[src/rtl/spi_xfer_ctrl.sv]
// Burst sequencer between a CPU and the SPI byte engine: TX/RX FIFOs plus chip-select lead/gap timing.
// Optional feature macro SPI_XFER_CTRL_LOOPBACK_EN adds i_loopback, which routes TX bytes straight into RX.
module spi_xfer_ctrl #(
  parameter int unsigned FifoDepth    = 16,
  parameter int unsigned CsLeadCycles = 2,
  parameter int unsigned CsGapCycles  = 4
) (
  input  logic                       i_clk,
  input  logic                       i_rst,
  input  logic                       if_tx_valid,
  output logic                       if_tx_ready,
  input  logic [7:0]                 if_tx_bits,
  output logic                       if_rx_valid,
  input  logic                       if_rx_ready,
  output logic [7:0]                 if_rx_bits,
  output logic                       if_spi_din_valid,
  input  logic                       if_spi_din_ready,
  output logic [7:0]                 if_spi_din_bits,
  input  logic                       if_spi_dout_valid,
  output logic                       if_spi_dout_ready,
  input  logic [7:0]                 if_spi_dout_bits,
`ifdef SPI_XFER_CTRL_LOOPBACK_EN
  input  logic                       i_loopback,
`endif
  input  logic                       i_cs_hold,
  input  logic                       i_clr_ovf,
  output logic                       o_cs_n,
  output logic                       o_busy,
  output logic [$clog2(FifoDepth):0] o_tx_count,
  output logic [$clog2(FifoDepth):0] o_rx_count,
  output logic                       o_rx_overflow
);

  localparam int unsigned PtrW = $clog2(FifoDepth);
  localparam int unsigned CntW = PtrW + 1;
  localparam int unsigned TmrW = 8;
  localparam logic [TmrW-1:0] LeadLoad = TmrW'(CsLeadCycles - 1);
  localparam logic [TmrW-1:0] GapLoad  = TmrW'(CsGapCycles - 1);
  localparam logic [CntW-1:0] Full     = CntW'(FifoDepth);

  typedef enum logic [2:0] {IDLE, LEAD, SEND, WAIT_RX, HOLD, GAP} state_t;

  state_t          state, state_next, after_state;
  logic [TmrW-1:0] tmr, tmr_next;
  logic            lb;

`ifdef SPI_XFER_CTRL_LOOPBACK_EN
  assign lb = i_loopback;
`else
  assign lb = 1'b0;
`endif

  // TX FIFO
  logic [7:0]      tx_mem [FifoDepth];
  logic [PtrW-1:0] tx_wr, tx_rd;
  logic            tx_push, tx_pop, tx_nonempty;
  logic [7:0]      tx_head;

  assign if_tx_ready = o_tx_count != Full;
  assign tx_push     = if_tx_valid && if_tx_ready;
  assign tx_nonempty = o_tx_count != '0;
  assign tx_head     = tx_mem[tx_rd];

  always_ff @(posedge i_clk) begin
    if (tx_push) tx_mem[tx_wr] <= if_tx_bits;
  end

  always_ff @(posedge i_clk or negedge i_rst) begin
    if (!i_rst) begin
      tx_wr      <= '0;
      tx_rd      <= '0;
      o_tx_count <= '0;
    end else begin
      if (tx_push) tx_wr <= tx_wr + PtrW'(1);
      if (tx_pop)  tx_rd <= tx_rd + PtrW'(1);
      case ({tx_push, tx_pop})
        2'b10:   o_tx_count <= o_tx_count + CntW'(1);
        2'b01:   o_tx_count <= o_tx_count - CntW'(1);
        default: ;
      endcase
    end
  end

  // RX FIFO; a pop in the capture cycle frees the slot the incoming byte needs
  logic [7:0]      rx_mem [FifoDepth];
  logic [PtrW-1:0] rx_wr, rx_rd;
  logic            rx_req, rx_push, rx_pop, rx_drop, lb_move;
  logic [7:0]      rx_data;

  assign if_rx_valid = o_rx_count != '0;
  assign if_rx_bits  = rx_mem[rx_rd];
  assign rx_pop      = if_rx_valid && if_rx_ready;
  assign lb_move     = (state == SEND) && lb;
  assign rx_req      = lb_move || (if_spi_dout_ready && if_spi_dout_valid);
  assign rx_push     = rx_req && ((o_rx_count != Full) || rx_pop);
  assign rx_drop     = rx_req && !rx_push;
  assign rx_data     = lb_move ? tx_head : if_spi_dout_bits;

  always_ff @(posedge i_clk) begin
    if (rx_push) rx_mem[rx_wr] <= rx_data;
  end

  always_ff @(posedge i_clk or negedge i_rst) begin
    if (!i_rst) begin
      rx_wr      <= '0;
      rx_rd      <= '0;
      o_rx_count <= '0;
    end else begin
      if (rx_push) rx_wr <= rx_wr + PtrW'(1);
      if (rx_pop)  rx_rd <= rx_rd + PtrW'(1);
      case ({rx_push, rx_pop})
        2'b10:   o_rx_count <= o_rx_count + CntW'(1);
        2'b01:   o_rx_count <= o_rx_count - CntW'(1);
        default: ;
      endcase
    end
  end

  assign tx_pop = lb_move || ((state == SEND) && if_spi_din_valid && if_spi_din_ready);

  // Where to go once a byte has been returned; loopback pops the head in the same cycle
  always_comb begin
    after_state = lb ? IDLE : GAP;
    if (lb_move ? (o_tx_count > CntW'(1)) : tx_nonempty) after_state = SEND;
    else if (i_cs_hold)                                  after_state = HOLD;
  end

  always_comb begin
    state_next = state;
    tmr_next   = tmr;
    case (state)
      IDLE:    if (tx_nonempty) state_next = lb ? SEND : LEAD;
      LEAD:    if (tmr == '0) state_next = SEND;
               else           tmr_next   = tmr - TmrW'(1);
      SEND:    if (lb_move)                                    state_next = after_state;
               else if (if_spi_din_valid && if_spi_din_ready) state_next = WAIT_RX;
      WAIT_RX: if (if_spi_dout_valid) state_next = after_state;
      HOLD:    if (tx_nonempty)    state_next = SEND;
               else if (!i_cs_hold) state_next = lb ? IDLE : GAP;
      GAP:     if (tmr == '0) state_next = IDLE;
               else           tmr_next   = tmr - TmrW'(1);
      default: state_next = IDLE;
    endcase
    if (state_next == LEAD && state != LEAD) tmr_next = LeadLoad;
    if (state_next == GAP  && state != GAP)  tmr_next = GapLoad;
  end

  // Outputs are registered from the next state so they line up with the state register
  always_ff @(posedge i_clk or negedge i_rst) begin
    if (!i_rst) begin
      state             <= IDLE;
      tmr               <= '0;
      o_cs_n            <= 1'b1;
      o_busy            <= 1'b0;
      if_spi_din_valid  <= 1'b0;
      if_spi_din_bits   <= '0;
      if_spi_dout_ready <= 1'b0;
    end else begin
      state             <= state_next;
      tmr               <= tmr_next;
      o_cs_n            <= (state_next == IDLE) || lb;
      o_busy            <= state_next != IDLE;
      if_spi_din_valid  <= (state_next == SEND) && !lb;
      if_spi_dout_ready <= (state_next == WAIT_RX) && !lb;
      if (state_next == SEND) if_spi_din_bits <= tx_head;
    end
  end

  // Sticky overflow; a drop in the same cycle as a clear keeps the flag set
  always_ff @(posedge i_clk or negedge i_rst) begin
    if (!i_rst)         o_rx_overflow <= 1'b0;
    else if (rx_drop)   o_rx_overflow <= 1'b1;
    else if (i_clr_ovf) o_rx_overflow <= 1'b0;
  end

endmodule

[config.mk]
export PLATFORM = sky130hd
export DESIGN_NAME = spi_xfer_ctrl
export DESIGN_NICKNAME = d
export VERILOG_FILES = /design/src/rtl/spi_xfer_ctrl.sv
export SDC_FILE = /design/constraint.sdc
export NUM_CORES = 1
export LEC_CHECK = 0
export CAP_MARGIN = 30
export CORE_ASPECT_RATIO = 1.5
export CORE_MARGIN = 2
export CORE_UTILIZATION = 39
export CTS_CLUSTER_DIAMETER = 40
export DETAILED_ROUTE_END_ITERATION = 16
export PLACE_DENSITY_LB_ADDON = 0.08
export SLEW_MARGIN = 20
export SYNTH_ARGS = -nofsm -noshare
export SYNTH_HDL_FRONTEND = slang
export SYNTH_SLANG_ARGS = --single-unit
[constraint.sdc]
create_clock -name i_clk -period 3.8 [get_ports i_clk]
set_input_delay 0.76 -clock i_clk [delete_from_list [all_inputs] [get_ports i_clk]]
set_output_delay 0.76 -clock i_clk [all_outputs]
set_load 0.1 [all_outputs]
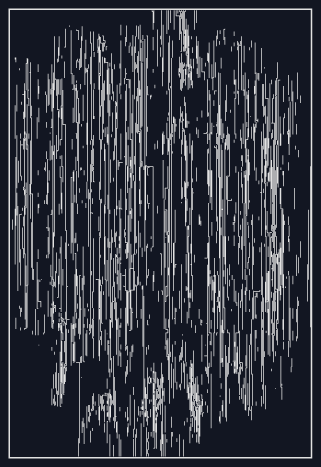
*M2 wires, run 1*
Drawn at 2 px/um.
main direction: vertical
share of all routed wire: 58%
longest straight run: 157 um
wire length on this layer: 14700 um
Vias: 6017
drt total wl: 25100 um

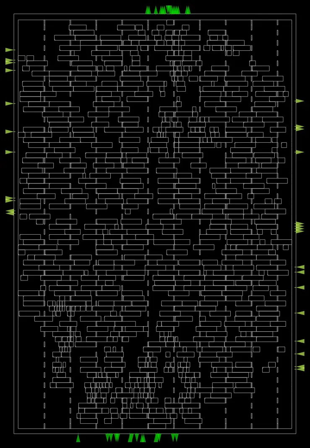
*Cell placement, run 1*
num rows: 80
Flop Count: 306
TAP cells: 410
Layout Utilization: 0.466

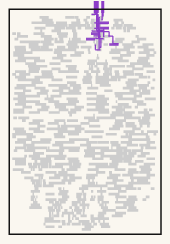
*Port wiring, run 1*
Drawn at 1 px/um.
[purple] o_rx_count | bits: 5 | direction: output | edge: top | end cells: 5 | buffers: 5 | wire: 262 um
port bufs: 56
Top Ports: 57

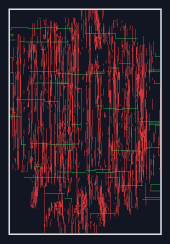
*Wiring by layer, run 1*
Drawn at 1 px/um. Only two layers are drawn.
[green] M3 | wire length: 912 um
[red] M2 | wire length: 14700 um
routed len/inst: 21.7 um
GR Util All Layers: 0.157

-- run 1: stage by stage --
stage	utilization	worst slack (ns)	hold WS [ns]
floorplan	-	0.0112	0.464
global placement	0.427	0.435	0.501
detailed placement	0.428	0.367	0.504
CTS	0.465	0.254	0.412
global route	0.466	0.224	0.121
finish	0.466	0.345	0.128
-- run 1: cells by family after synthesis --
family,share of synthesized area
buffers and inverters,0.0217
and+or+nand+nor,0.0510
AOI/OAI and AO/OA,0.0137
adders and majority gates,0.0222
DFF,0.713
muxes,0.160
xor gates and xnor gates,0.0182
-- run 1: layout make-up --
type                    instances  area share
flip-flops and latches        306       0.605
clock inverters                24      0.0174
well taps                     410      0.0347
clock buffers                  41      0.0636
repair buffers                 79      0.0503
inverters                      15     0.00381
multi-input cells             282       0.225
==> results.txt, run 1 <==
outcome -> complete, no violations
Placer Congestion -> 0.786
pwr dens -> 832 nW/um2
TritonCTS clock tree -> built
top cells by count, synth -> edfxtp_1 (256), mux4_2 (62), dfrtp_1 (49)
Reg clk slew, reported paths -> 0.06 ns
Async S/R FF share, synth -> 0.163
met3 WL -> 911 um
DRC -> 0
Sw Share -> 0.370
initial antenna violation count -> 0
Comb pwr share -> 0.360
worst-case clock buffer depth -> 3
Finished Cell Area -> 14800 um2
Yosys cell types -> 52
Detailed Place HPWL -> 17500 um
Slew headroom -> 0.333
vias in the first global route -> 6536
Num CTS Buffers -> 36
CP peak stage delay -> 0.63 ns
drt initial violations -> 274
Synth area leader -> edfxtp_1
largest power group -> registers
Antenna Cells -> 0
Worst Clk Skew -> 0.0198 ns
origin of the critical flop-to-flop path -> o_rx_count[0]
Critical path buffers and inverters -> 2
Final Non-Filler Cells -> 1157
critical path, cell by cell -> buf_12 -> mux4_2 -> mux4_2 -> buf_4
Min Clock Period, post-route -> 3.45 ns
YS warnings -> 0
VDD IR max -> 0.399 mV
total grt overflow -> 0
Worst setup EP type -> output pin
total of max-cap violations -> 0
Chip Height -> 224 um
reg2reg end -> o_rx_count[4]
logic area -> 3330 um2
Yosys Instances -> 631
share of cells above drive strength 1 -> 0.240
busiest grt layer -> met2
seq pwr -> 4.44 mW
fmax -> 0.289 GHz
Root Driver -> clkbuf_16
internal power -> 7.76 mW
Avg Cell Area, Syn -> 19.9 um2
largest net degree at the start of global routing -> 37
Slew Viols, Final -> 0
Leakage -> 5.02 nW
TritonRoute pass-1 iters -> 4
final hold violations -> 0
Worst path slowest cell -> dfrtp_2
Hold Path Class -> input port to asynchronous set/reset pin
final net count -> 765
grt met1 use -> 0.167
Slew @ Worst Pin -> 0.997 ns
yosys stat area -> 12500 um2
Worst R2R Setup Slack -> 0.69 ns
most numerous logic cell after layout -> edfxtp_1
Overall Power -> 12.3 mW
fp_density -> 0.395
Setup crit start -> rx_rd[0]
net count after synthesis -> 676
tool warnings -> 32
WL met2 -> 14700 um
Post-synth regs -> 306
number of enable flip-flop cells -> 256
Net Sw Power -> 4.55 mW
Arr. time, crit path -> 2.69 ns
Cell area leaders -> edfxtp_1 (61%), mux4_2 (11%), dfrtp_1 (9.8%), mux4_1 (3.8%), ha_1 (1.9%)
top layer in use -> met4
Clock Power -> 3.44 mW
CP Class -> flip-flop to output pin
# setup viols final -> 0
die x size -> 150 um
biggest registers after layout -> rx_mem: 128 flops, tx_mem: 128 flops
clock share of power -> 0.279
==> run 2: changes to the inputs <==
ABC_CLOCK_PERIOD_IN_PS = 3800   (was default)
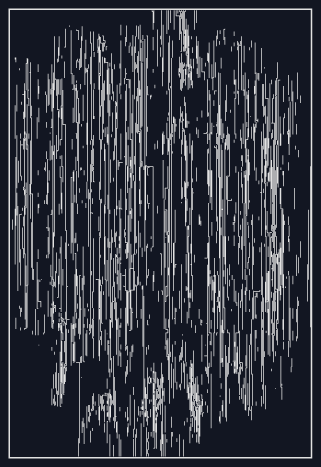
*M2 wires, run 2*
Drawn at 2 px/um.
nets with wire on the layer: 689
main direction: vertical
GR Util met2: 0.305

==> results.txt, run 2 <==
Slew headroom -> 0.333
Arr. time, crit path -> 2.69 ns
Critical path buffers and inverters -> 2
biggest registers after layout -> rx_mem: 128 flops, tx_mem: 128 flops
Placer Congestion -> 0.786
port bufs -> 56
# setup viols final -> 0
Worst R2R Setup Slack -> 0.69 ns
Async S/R FF share, synth -> 0.163
Antenna Cells -> 0
Yosys Instances -> 631
met3 WL -> 911 um
routed len/inst -> 21.7 um
num rows -> 80
Final Non-Filler Cells -> 1157
total of max-cap violations -> 0
top layer in use -> met4
CP peak stage delay -> 0.63 ns
WL met2 -> 14700 um
initial antenna violation count -> 0
DRC -> 0
grt met1 use -> 0.167
VDD IR max -> 0.399 mV
top cells by count, synth -> edfxtp_1 (256), mux4_2 (62), dfrtp_1 (49)
Avg Cell Area, Syn -> 19.9 um2
critical path, cell by cell -> buf_12 -> mux4_2 -> mux4_2 -> buf_4
share of cells above drive strength 1 -> 0.240
CP Class -> flip-flop to output pin
fp_density -> 0.395
drt total wl -> 25100 um
tool warnings -> 32
TritonCTS clock tree -> built
outcome -> complete, no violations
Detailed Place HPWL -> 17500 um
Slew Viols, Final -> 0
Worst path slowest cell -> dfrtp_2
Overall Power -> 12.3 mW
net count after synthesis -> 676
logic area -> 3330 um2
fmax -> 0.289 GHz
TritonRoute pass-1 iters -> 4
Finished Cell Area -> 14800 um2
Worst setup EP type -> output pin
GR Util All Layers -> 0.157
Reg clk slew, reported paths -> 0.06 ns
Num CTS Buffers -> 36
Worst Clk Skew -> 0.0198 ns
final worst setup slack -> 0.345 ns
worst hold slack -> 0.128 ns
Root Driver -> clkbuf_16
Vias -> 6017
pwr dens -> 832 nW/um2
origin of the critical flop-to-flop path -> o_rx_count[0]
Synth area leader -> edfxtp_1
die x size -> 150 um
Setup crit start -> rx_rd[0]
==> run 2: cell counts after synthesis <==
No cell type changed its count.
==> run 2: area by class of cell <==
type / instances / share of cell area
clock buffers: 41 / 0.0636
inverters: 15 / 0.00381
flip-flops and latches: 306 / 0.605
clock inverters: 24 / 0.0174
repair buffers: 79 / 0.0503
well taps: 410 / 0.0347
multi-input cells: 282 / 0.225
==> run 2: where the power goes <==
group / internal (mW) / switching [mW]
Sequential: 4.04 / 0.405
Clock: 2.08 / 1.36
Combinational: 1.64 / 2.79
==> run 2: logic make-up after synthesis <==
group / share of synthesized area
flops: 0.713
simple gates: 0.0510
mux: 0.160
buf+inv: 0.0217
fa+ha+maj: 0.0222
xor+xnor: 0.0182
compound gates: 0.0137
==> run 3: changes to the inputs <==
ABC_AREA = 0   (was default)
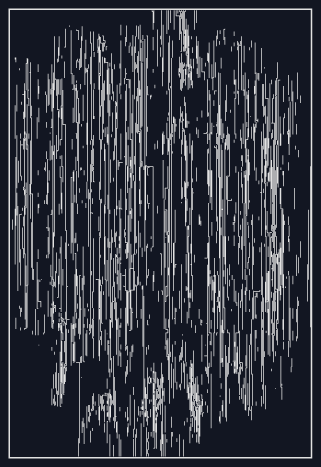
*M2 wires, run 3*
Drawn at 2 px/um.

==> results.txt, run 3 <==
YS warnings -> 0
largest net degree at the start of global routing -> 37
Worst Clk Skew -> 0.0198 ns
Antenna Cells -> 0
xor/xnor share -> 0.0182
area fraction in mux cells -> 0.160
Worst R2R Setup Slack -> 0.69 ns
fmax -> 0.289 GHz
drt initial violations -> 274
port bufs -> 56
Post-synth regs -> 306
die x size -> 150 um
Hold Path Class -> input port to asynchronous set/reset pin
Comb/total area -> 0.225
Synth area leader -> edfxtp_1
dpl ws -> 0.367 ns
Comb power -> 4.43 mW
Avg Cell Area, Syn -> 19.9 um2
yosys stat area -> 12500 um2
routed len/inst -> 21.7 um
Vias -> 6017
final net count -> 765
CP peak stage delay -> 0.63 ns
total grt overflow -> 0
Finished Cell Area -> 14800 um2
Top Ports -> 57
Synth Area in Compound Gates -> 0.0137
worst-case clock buffer depth -> 3
TAP cells -> 410
multi-input gates -> 282
vias in the first global route -> 6536
Slew @ Worst Pin -> 0.997 ns
total of max-cap violations -> 0
Async S/R FF share, synth -> 0.163
Flop Count -> 306
Placer Congestion -> 0.786
largest power group -> registers
Leakage -> 5.02 nW
Worst setup EP type -> output pin
internal power -> 7.76 mW
Clock Power -> 3.44 mW
VDD IR max -> 0.399 mV
tool warnings -> 32
share of cells above drive strength 1 -> 0.240
fp_density -> 0.395
Sw Share -> 0.370
GR Util All Layers -> 0.157
Net Sw Power -> 4.55 mW
Overall Power -> 12.3 mW
# setup viols final -> 0
Root Driver -> clkbuf_16
yosys simple share -> 0.0510
Setup crit start -> rx_rd[0]
Cell area leaders -> edfxtp_1 (61%), mux4_2 (11%), dfrtp_1 (9.8%), mux4_1 (3.8%), ha_1 (1.9%)
register share of total power -> 0.361
origin of the critical flop-to-flop path -> o_rx_count[0]
Detailed Place HPWL -> 17500 um
busiest grt layer -> met2
Clock buf/inv share -> 0.0811
outcome -> complete, no violations
Chip Height -> 224 um
run 3: per-layer routing:
metal | up-vias | wire length (um)
li1 | 2719 | -
met1 | 3159 | 8970
met2 | 99 | 14700
met3 | 40 | 911
met4 | 0 | 564
met5 | - | 0
run 3: how the worst min path moves through the flow:
stage	startpoint	endpoint	slack, ns
4_1_cts	i_rst	o_tx_count[3]	0.41
5_1_grt	i_rst	o_tx_count[3]	0.12
3_3_place_gp	if_spi_din_bits[6]	if_spi_din_bits[6]	0.50
2_1_floorplan	i_rst	if_spi_din_bits[0]	0.46
6_report	i_rst	o_tx_count[3]	0.13
3_5_place_dp	if_spi_din_bits[0]	if_spi_din_bits[0]	0.50
Power figures rest on the tool's default switching activity, not on a simulated workload.
